$ cat src/rtl/otter_io_pkg.sv
// Shared definitions for OTTER memory-mapped I/O peripherals.
// Contents:
//   - base addresses of the OTTER I/O map
//   - timer register offsets (word index within the 16-byte window)
//   - CTRL/STATUS bit positions
//   - timer effective-state enum and a helper that derives it from CTRL
package otter_io_pkg;

  localparam logic [31:0] IO_BASE_ADDR  = 32'h1100_0000;
  localparam logic [31:0] TMR_BASE_ADDR = 32'h1100_0200;

  localparam logic [1:0] TMR_CTRL   = 2'd0;
  localparam logic [1:0] TMR_COUNT  = 2'd1;
  localparam logic [1:0] TMR_CMP    = 2'd2;
  localparam logic [1:0] TMR_STATUS = 2'd3;

  localparam int CTRL_EN_BIT     = 0;
  localparam int CTRL_AUTO_BIT   = 1;
  localparam int CTRL_IE_BIT     = 2;
  localparam int CTRL_PRE_LSB    = 8;
  localparam int STATUS_PEND_BIT = 0;

  typedef enum logic [1:0] {
    TS_IDLE        = 2'd0,
    TS_RUN_ONESHOT = 2'd1,
    TS_RUN_AUTO    = 2'd2
  } timer_state_e;

  function automatic timer_state_e timer_state(input logic en, input logic auto_rl);
    if (!en)     return TS_IDLE;
    if (auto_rl) return TS_RUN_AUTO;
    return TS_RUN_ONESHOT;
  endfunction

endpackage

$ cat src/rtl/otter_timer_intc_if.sv
// OTTER I/O bus slice seen by one peripheral.
// Signals:
//   iobus_wr   - store strobe, one cycle per store
//   iobus_addr - byte address
//   iobus_out  - store data
//   rd_data    - read data, zero when the address misses this peripheral
//   rd_hit     - address falls inside this peripheral's window
// Transfer rule: there is no ready/stall. A store completes at the clock
// edge where iobus_wr=1 and the address hits; a read is a purely
// combinational function of iobus_addr and current register state.
interface otter_timer_intc_if;
  logic        iobus_wr;
  logic [31:0] iobus_addr;
  logic [31:0] iobus_out;
  logic [31:0] rd_data;
  logic        rd_hit;

  modport master (output iobus_wr, iobus_addr, iobus_out, input rd_data, rd_hit);
  modport slave  (input iobus_wr, iobus_addr, iobus_out, output rd_data, rd_hit);
endinterface

$ cat src/rtl/otter_prescaler.sv
// Prescaler: counts enabled cycles and emits a one-cycle tick when the
// count equals limit, then wraps to 0. limit=0 ticks every enabled cycle.
// Ports:
//   clk, rst_n - clock, async active-low reset
//   en         - advance the count (count holds when low)
//   clr        - synchronous clear, wins over en
//   limit      - terminal count
//   tick       - asserted in the cycle the count equals limit while en=1
module otter_prescaler #(
  parameter int PRE_W = 8
) (
  input  logic             clk,
  input  logic             rst_n,
  input  logic             en,
  input  logic             clr,
  input  logic [PRE_W-1:0] limit,
  output logic             tick
);

  logic [PRE_W-1:0] cnt_q;

  assign tick = en && (cnt_q == limit);

  always_ff @(posedge clk or negedge rst_n) begin
    if (!rst_n) begin
      cnt_q <= '0;
    end else if (clr) begin
      cnt_q <= '0;
    end else if (en) begin
      cnt_q <= tick ? '0 : cnt_q + PRE_W'(1);
    end
  end

endmodule

$ cat src/rtl/otter_timer_intc.sv
// OTTER timer / interrupt source.
// Four word registers in a 16-byte window at BASE_ADDR:
//   0x0 CTRL   [0] EN, [1] AUTO, [2] IE, [8+:PRE_W] PRESCALE
//   0x4 COUNT  prescaled up-counter
//   0x8 CMP    compare value
//   0xC STATUS [0] PEND, write 1 to clear
// Ports:
//   clk, RST_n - clock, async active-low reset
//   bus        - I/O bus slice (store decode, combinational read return)
//   intr       - level interrupt, PEND & IE
//   state      - effective timer state (IDLE / RUN_ONESHOT / RUN_AUTO)
module otter_timer_intc
  import otter_io_pkg::*;
#(
  parameter logic [31:0] BASE_ADDR = TMR_BASE_ADDR,
  parameter int          CNT_W     = 32,
  parameter int          PRE_W     = 8
) (
  input  logic                 clk,
  input  logic                 RST_n,
  otter_timer_intc_if.slave    bus,
  output logic                 intr,
  output timer_state_e         state
);

  logic             hit;
  logic [1:0]       off;
  logic             wr_ctrl, wr_count, wr_cmp, wr_status;
  logic             tick, match;

  logic             en_q, auto_q, ie_q, pend_q;
  logic [PRE_W-1:0] pre_lim_q;
  logic [CNT_W-1:0] count_q, cmp_q;

  logic             en_d, auto_d, ie_d, pend_d;
  logic [PRE_W-1:0] pre_lim_d;
  logic [CNT_W-1:0] count_d, cmp_d;

  logic [31:0]      rd;
  logic             unused_bits;

  assign unused_bits = ^bus.iobus_addr[1:0];

  assign hit       = (bus.iobus_addr[31:4] == BASE_ADDR[31:4]);
  assign off       = bus.iobus_addr[3:2];
  assign wr_ctrl   = bus.iobus_wr && hit && (off == TMR_CTRL);
  assign wr_count  = bus.iobus_wr && hit && (off == TMR_COUNT);
  assign wr_cmp    = bus.iobus_wr && hit && (off == TMR_CMP);
  assign wr_status = bus.iobus_wr && hit && (off == TMR_STATUS);

  // tick is derived from the pre-write EN, so a CTRL write in a tick cycle
  // still lets that edge be processed with the old EN/AUTO.
  otter_prescaler #(.PRE_W(PRE_W)) u_prescaler (
    .clk   (clk),
    .rst_n (RST_n),
    .en    (en_q),
    .clr   (wr_ctrl),
    .limit (pre_lim_q),
    .tick  (tick)
  );

  // A COUNT store overrides the tick entirely, including match detection.
  assign match = tick && !wr_count && (count_q == cmp_q);

  // State register
  always_ff @(posedge clk or negedge RST_n) begin
    if (!RST_n) begin
      en_q      <= 1'b0;
      auto_q    <= 1'b0;
      ie_q      <= 1'b0;
      pre_lim_q <= '0;
      count_q   <= '0;
      cmp_q     <= '1;
      pend_q    <= 1'b0;
    end else begin
      en_q      <= en_d;
      auto_q    <= auto_d;
      ie_q      <= ie_d;
      pre_lim_q <= pre_lim_d;
      count_q   <= count_d;
      cmp_q     <= cmp_d;
      pend_q    <= pend_d;
    end
  end

  // Next-state logic; later assignments carry higher priority.
  always_comb begin
    en_d      = en_q;
    auto_d    = auto_q;
    ie_d      = ie_q;
    pre_lim_d = pre_lim_q;
    count_d   = count_q;
    cmp_d     = cmp_q;
    pend_d    = pend_q;

    if (tick && !wr_count) begin
      if (match) begin
        if (auto_q) count_d = '0;
        else        en_d    = 1'b0;
      end else begin
        count_d = count_q + CNT_W'(1);
      end
    end

    if (wr_count) count_d = bus.iobus_out[CNT_W-1:0];
    if (wr_cmp)   cmp_d   = bus.iobus_out[CNT_W-1:0];
    if (wr_ctrl) begin
      en_d      = bus.iobus_out[CTRL_EN_BIT];
      auto_d    = bus.iobus_out[CTRL_AUTO_BIT];
      ie_d      = bus.iobus_out[CTRL_IE_BIT];
      pre_lim_d = bus.iobus_out[CTRL_PRE_LSB +: PRE_W];
    end

    if (wr_status && bus.iobus_out[STATUS_PEND_BIT]) pend_d = 1'b0;
    if (match) pend_d = 1'b1;  // set beats a simultaneous clear
  end

  // Outputs
  always_comb begin
    rd = '0;
    case (off)
      TMR_CTRL: begin
        rd[CTRL_EN_BIT]                = en_q;
        rd[CTRL_AUTO_BIT]              = auto_q;
        rd[CTRL_IE_BIT]                = ie_q;
        rd[CTRL_PRE_LSB +: PRE_W]      = pre_lim_q;
      end
      TMR_COUNT:  rd[CNT_W-1:0]        = count_q;
      TMR_CMP:    rd[CNT_W-1:0]        = cmp_q;
      TMR_STATUS: rd[STATUS_PEND_BIT]  = pend_q;
      default:    rd                   = '0;
    endcase
    if (!hit) rd = '0;  // zero on miss so it can be OR-merged with other peripherals

    bus.rd_data = rd;
    bus.rd_hit  = hit;
    intr        = pend_q && ie_q;
    state       = timer_state(en_q, auto_q);
  end

endmodule

$ cat src/flat_wrapper.sv
// flat-port wrapper written by rule: the top's interface ports become plain ports
module otter_timer_intc_flat import otter_io_pkg::*;
#(
  parameter logic [31:0] BASE_ADDR = TMR_BASE_ADDR,
  parameter int          CNT_W     = 32,
  parameter int          PRE_W     = 8
)
  (clk, RST_n, intr, state, bus_iobus_wr, bus_iobus_addr, bus_iobus_out, bus_rd_data, bus_rd_hit);
  otter_timer_intc_if bus_i ();
  input  logic clk;
  input  logic RST_n;
  output logic intr;
  output timer_state_e state;
  input wire logic [$bits(bus_i.iobus_wr)-1:0] bus_iobus_wr;
  input wire logic [$bits(bus_i.iobus_addr)-1:0] bus_iobus_addr;
  input wire logic [$bits(bus_i.iobus_out)-1:0] bus_iobus_out;
  output wire logic [$bits(bus_i.rd_data)-1:0] bus_rd_data;
  output wire logic [$bits(bus_i.rd_hit)-1:0] bus_rd_hit;
  assign bus_i.iobus_wr = bus_iobus_wr;
  assign bus_i.iobus_addr = bus_iobus_addr;
  assign bus_i.iobus_out = bus_iobus_out;
  assign bus_rd_data = bus_i.rd_data;
  assign bus_rd_hit = bus_i.rd_hit;
  otter_timer_intc #(.BASE_ADDR(BASE_ADDR), .CNT_W(CNT_W), .PRE_W(PRE_W)) u_core (.clk(clk), .RST_n(RST_n), .bus(bus_i), .intr(intr), .state(state));
endmodule
$ cat config.mk
export PLATFORM = sky130hd
export DESIGN_NAME = otter_timer_intc_flat
export DESIGN_NICKNAME = d
export VERILOG_FILES = /design/src/rtl/otter_io_pkg.sv /design/src/rtl/otter_timer_intc_if.sv /design/src/rtl/otter_prescaler.sv /design/src/rtl/otter_timer_intc.sv /design/src/flat_wrapper.sv
export SDC_FILE = /design/constraint.sdc
export NUM_CORES = 1
export LEC_CHECK = 0
export ABC_CLOCK_PERIOD_IN_PS = 2400
export CAP_MARGIN = 40
export CORE_UTILIZATION = 48
export DETAILED_ROUTE_END_ITERATION = 12
export HOLD_SLACK_MARGIN = 0.08
export PLACE_DENSITY = 0.78
export RECOVER_POWER = 25
export SLEW_MARGIN = 20
export SYNTH_ARGS = -nofsm -noshare
export SYNTH_HDL_FRONTEND = slang
export SYNTH_SLANG_ARGS = --single-unit
$ cat constraint.sdc
create_clock -name clk -period 2.4 [get_ports clk]
set_input_delay 0.36 -clock clk [delete_from_list [all_inputs] [get_ports clk]]
set_output_delay 0.36 -clock clk [all_outputs]
set_load 0.03 [all_outputs]
### M1 wires, run 1

Bar = 20 um. Supply wires on this layer in gray.
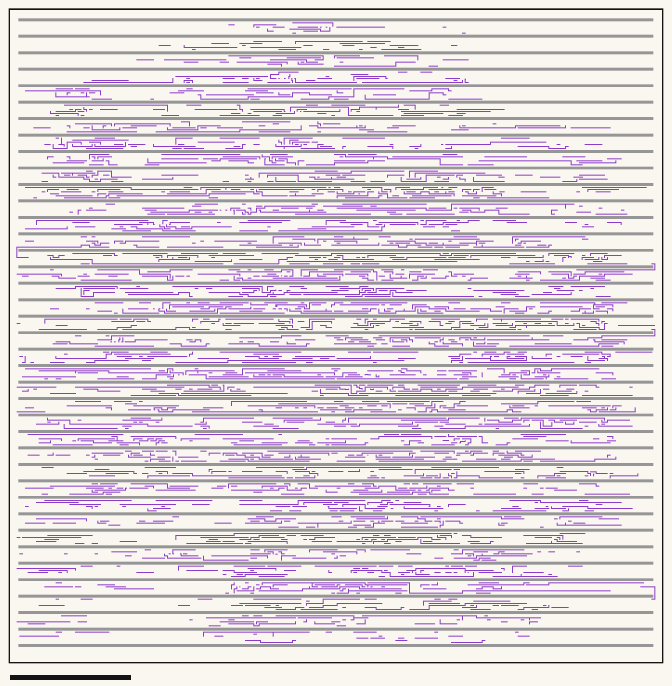
longest straight run = 35.9 um
share of all routed wire = 36%
nets with wire on the layer = 742

### Signal wires on met2, run 1

Cells faint in the background.
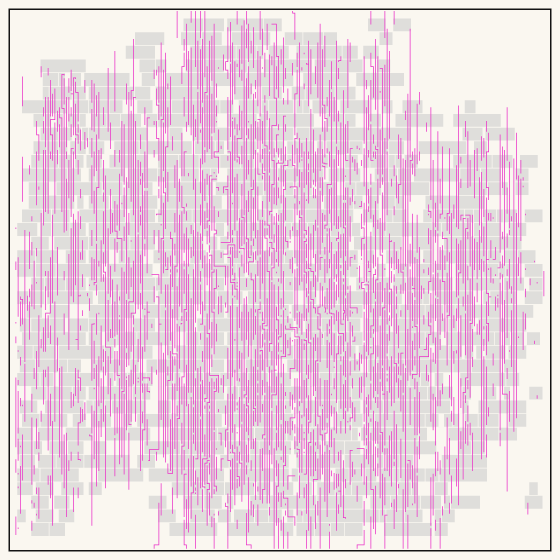
longest straight run = 54.4 um
wire length on this layer = 9,930 um
vias post-DR: 5,975
met2 usage: 0.527
drt total wl: 20,400 um

### The metal 3 layer, run 1

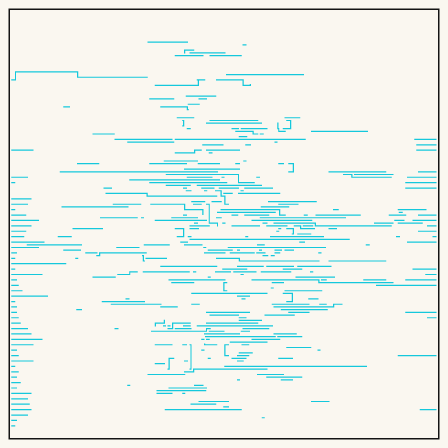
nets with wire on the layer = 217
wire length on this layer = 2,030 um
share of all routed wire = 10%

==> flow_metrics.env, run 1 <==
# implementation run metrics
export IMPL_status="complete, but fails checks"
export IMPL_violations="setup timing"
export IMPL_seq_power_mw=1.42
export IMPL_critPathBufInv=3
export IMPL_io_buffers=100
export IMPL_dp_hpwl_um=12300
export IMPL_post_cts_buffers=14
export IMPL_finalCriticalPeriod_ns=2.57
export IMPL_p_comb_mw=0.248
export IMPL_worstPathArrival_ns=2.82
export IMPL_pwr_share_clk=0.418
export IMPL_comb_area_mm2=0.00349
export IMPL_maxCapViolations=0
export IMPL_worst_slack_ns=-0.170
export IMPL_grt_overflow_total=0
export IMPL_dp_cells=875
export IMPL_worst_pin_slew_ns=0.956
export IMPL_dp_slack_ns=-0.245
export IMPL_buf_share=0.256
export IMPL_yosysTopAreaCell="dfrtp_1"
export IMPL_finish_utilization=0.754
export IMPL_seqAreaFraction=0.262
export IMPL_numSynthFlops=84
export IMPL_clock_latency_ns=0.38
export IMPL_syn_num_nets=657
export IMPL_topCellsByArea="dfrtp_1 (24%), dfstp_2 (16%), mux2_2 (8.8%)"
export IMPL_path_cells="xor2_2, nor4_1, nand4_1, buf_6, o31ai_4, or3_4, buf_6, buf_6, or3_1, nand3_1"
export IMPL_mux_area_frac=0.0919
export IMPL_comb_power_share=0.087
export IMPL_comb_area_frac=0.427
export IMPL_path_clk_slew_ns=0.09
export IMPL_placed_cell_area_mm2=0.00709
export IMPL_drtPass1Iterations=9
export IMPL_tool_warnings=34
export IMPL_ys_cells=582
export IMPL_fp_dieW_um=108
export IMPL_wl_met1_um=7370
export IMPL_n_fill_cell=693
export IMPL_htree_levels=3
export IMPL_io_pins=103
export IMPL_syn_inst=582
export IMPL_wl_per_cell_um=22.2
export IMPL_cts_sinks=84
export IMPL_clk_power_mw=1.20
export IMPL_cts_resized=101
export IMPL_tns_ns=-2.85
export IMPL_r2r_slack_ns=-0.17
export IMPL_cts_root_buf="clkbuf_8"
export IMPL_final_nets=846
export IMPL_crit_path_end="u_core.count_q[31]$_DFFE_PN0P_"
export IMPL_setup_viol=30
export IMPL_slew_headroom=0.363
export IMPL_n_all_inverters=12
export IMPL_place_gp_congestion=0.975
export IMPL_grt_pass1_wl_um=28700
export IMPL_ant_nets=0
export IMPL_required_ns=2.65
export IMPL_cts_buffer_depth=2
export IMPL_worstHoldStart="u_core.cmp_q[0]$_DFFE_PN1P_"
export IMPL_avgSynthCellArea_um2=9.21
### Signal wires on met4, run 1

Bar = 20 um. Supply wires on this layer in gray.
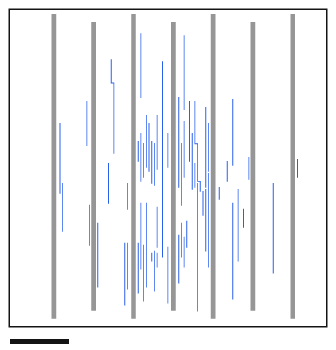

==> run 2: changes to the inputs <==
- PLACE_DENSITY: 0.78 -> not set
- PLACE_DENSITY_LB_ADDON: not set -> 0.3
### Signal wires on met4, run 2

Bar = 20 um. Supply wires on this layer in gray.
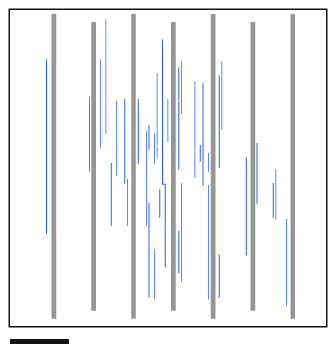
share of all routed wire = 4.7%
nets with wire on the layer = 36
wire length on this layer = 892 um
main direction = vertical
drt total wl: 18,900 um
vias post-DR: 5,669

==> run 2 against run 1 <==
  * Critical path depth increased by 1
  * Synthesized cell count unchanged
  * Largest power group unchanged
  * Die size unchanged
  * Via count fell by 5.1%
  * The flow still finishes with violations (setup timing)
  * Non-clock buffer count fell by 1
  * Sequential power about the same
==> flow_metrics.env, run 2 <==
# implementation run metrics
export IMPL_initial_core_util=0.495
export IMPL_switching_power_mw=0.694
export IMPL_comb_power_share=0.089
export IMPL_dp_cells=876
export IMPL_nWellTaps=140
export IMPL_required_ns=2.65
export IMPL_setup_viol=18
export IMPL_ys_cells=582
export IMPL_antenna_found_initial=0
export IMPL_avgSynthCellArea_um2=9.21
export IMPL_fp_dieW_um=108
export IMPL_hold_class="reg2reg"
export IMPL_core_mm2=0.0108
export IMPL_p_int_mw=2.09
export IMPL_areaGrowthSynthToFinish_pct=53.8
export IMPL_critPathMaxFanout=4
export IMPL_async_flop_share=1.00
export IMPL_seqCellArea_mm2=0.00214
export IMPL_ir_drop_mv=0.264
export IMPL_pwr_share_clk=0.402
export IMPL_die_area_mm2=0.0116
export IMPL_numCtsBuffers=9
export IMPL_fin_cells=915
export IMPL_ant_nets=0
export IMPL_diodes=0
export IMPL_syn_inst=582
export IMPL_xor_share=0.0735
export IMPL_worstHoldStart="u_core.cmp_q[0]$_DFFE_PN1P_"
export IMPL_dp_hpwl_um=12000
export IMPL_min_to="u_core.cmp_q[0]$_DFFE_PN1P_"
export IMPL_mux_area_frac=0.0919
export IMPL_grt_overflow_total=0
export IMPL_io_pins=103
export IMPL_cts_buffer_depth=2
export IMPL_worstSetupStartpoint="u_core.cmp_q[9]$_DFFE_PN1P_"
export IMPL_finalCriticalPeriod_ns=2.50
export IMPL_worstPathArrival_ns=2.75
export IMPL_wl_met1_um=7310
export IMPL_ys_top_logic_family="simple AND/OR/NAND/NOR gates"
export IMPL_clk_power_mw=1.12
export IMPL_worst_pin_slew_ns=0.966
export IMPL_finalHoldViolCount=0
export IMPL_via_per_inst=6.20
export IMPL_final_nets=845
export IMPL_cpMaxStageDelayCell="dfstp_2"
export IMPL_grt_max_degree=48
export IMPL_power_group_top="sequential cells"
export IMPL_dp_slack_ns=-0.223
export IMPL_finish_utilization=0.761
export IMPL_netlist_top_cells_count="nor2_1 (60), dfrtp_1 (52), nand2_1 (45)"
export IMPL_power_total_mw=2.78
export IMPL_r2r_start="u_core.cmp_q[9]$_DFFE_PN1P_"
export IMPL_crit_path_end="u_core.en_q$_DFFE_PN0P_"
export IMPL_violations="setup timing"
export IMPL_edf_count=0
export IMPL_comb_area_mm2=0.00355
export IMPL_placed_cell_area_mm2=0.00710
export IMPL_numSynthFlops=84
export IMPL_tns_ns=-0.748
export IMPL_maxCapViolations=0
export IMPL_dominant_cells="multi-input combinational cells"
export IMPL_yosys_warnings=0
export IMPL_critPathBufInv=4
export IMPL_r2r_slack_ns=-0.1
export IMPL_top_regs="u_core.cmp_q x32, u_core.count_q x32"
export IMPL_mostFrequentLayoutCells="buf_4 (118), dfrtp_1 (50), nand2_1 (44), mux2_2 (42), nor2_1 (38)"
export IMPL_grt_pass1_vias=5601
export IMPL_path_cells="xor2_2, nor4_4, nand4_1, buf_4, buf_4, buf_4, buf_4, nor2_4, nand2_1, nor3_1, o22ai_1"
export IMPL_buf_share=0.258
export IMPL_swShare=0.249
export IMPL_yosysTopAreaCell="dfrtp_1"
export IMPL_cts_sinks=84
export IMPL_htree_levels=3
export IMPL_skew_ns=0.0130
export IMPL_n_fill_cell=706
export IMPL_clock_latency_ns=0.38
export IMPL_topCellsByArea="dfrtp_1 (24%), dfstp_2 (16%), mux2_2 (8.8%)"
export IMPL_path_clk_slew_ns=0.09
export IMPL_status="complete, but fails checks"
export IMPL_io_buffers=100
export IMPL_p_comb_mw=0.248
export IMPL_rows=38
export IMPL_n_all_inverters=12
export IMPL_slew_headroom=0.356
export IMPL_cts_resized=98
export IMPL_final_max_slew_violation_count=0
export IMPL_flops=84
export IMPL_post_cts_buffers=14
export IMPL_comb_area_frac=0.430
export IMPL_whs_ns=0.521
export IMPL_critical_path_top_delay_family="simple AND/OR/NAND/NOR gates"
export IMPL_worst_slack_ns=-0.0971
export IMPL_syn_num_nets=657
export IMPL_dr_wl_met3_um=1640
export IMPL_drtPass1Iterations=6
export IMPL_seqAreaFraction=0.260
export IMPL_power_density_mw_per_mm2=337
export IMPL_seq_power_mw=1.42
export IMPL_crit_top_cell="buf_4"
export IMPL_lay_top_count="buf_4"
export IMPL_tool_warnings=35
export IMPL_grt_pass1_wl_um=28200
export IMPL_met3_usage=0.0714
export IMPL_buffers=227
export IMPL_place_gp_congestion=0.951
export IMPL_p_seq_frac=0.509
export IMPL_cts_root_buf="clkbuf_8"
### Congestion heat map, run 2

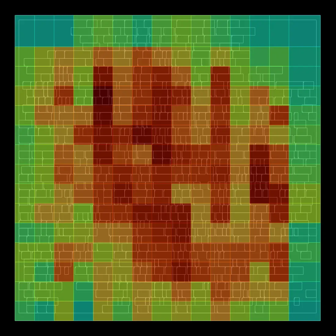
GRT Total Usage: 0.319
met2 usage: 0.522
Global Route met1 Usage: 0.395
GRT busiest layer: met2
Routed WL per cell: 20.7 um

No activity file was given, so power comes from the tool's default toggle rates.
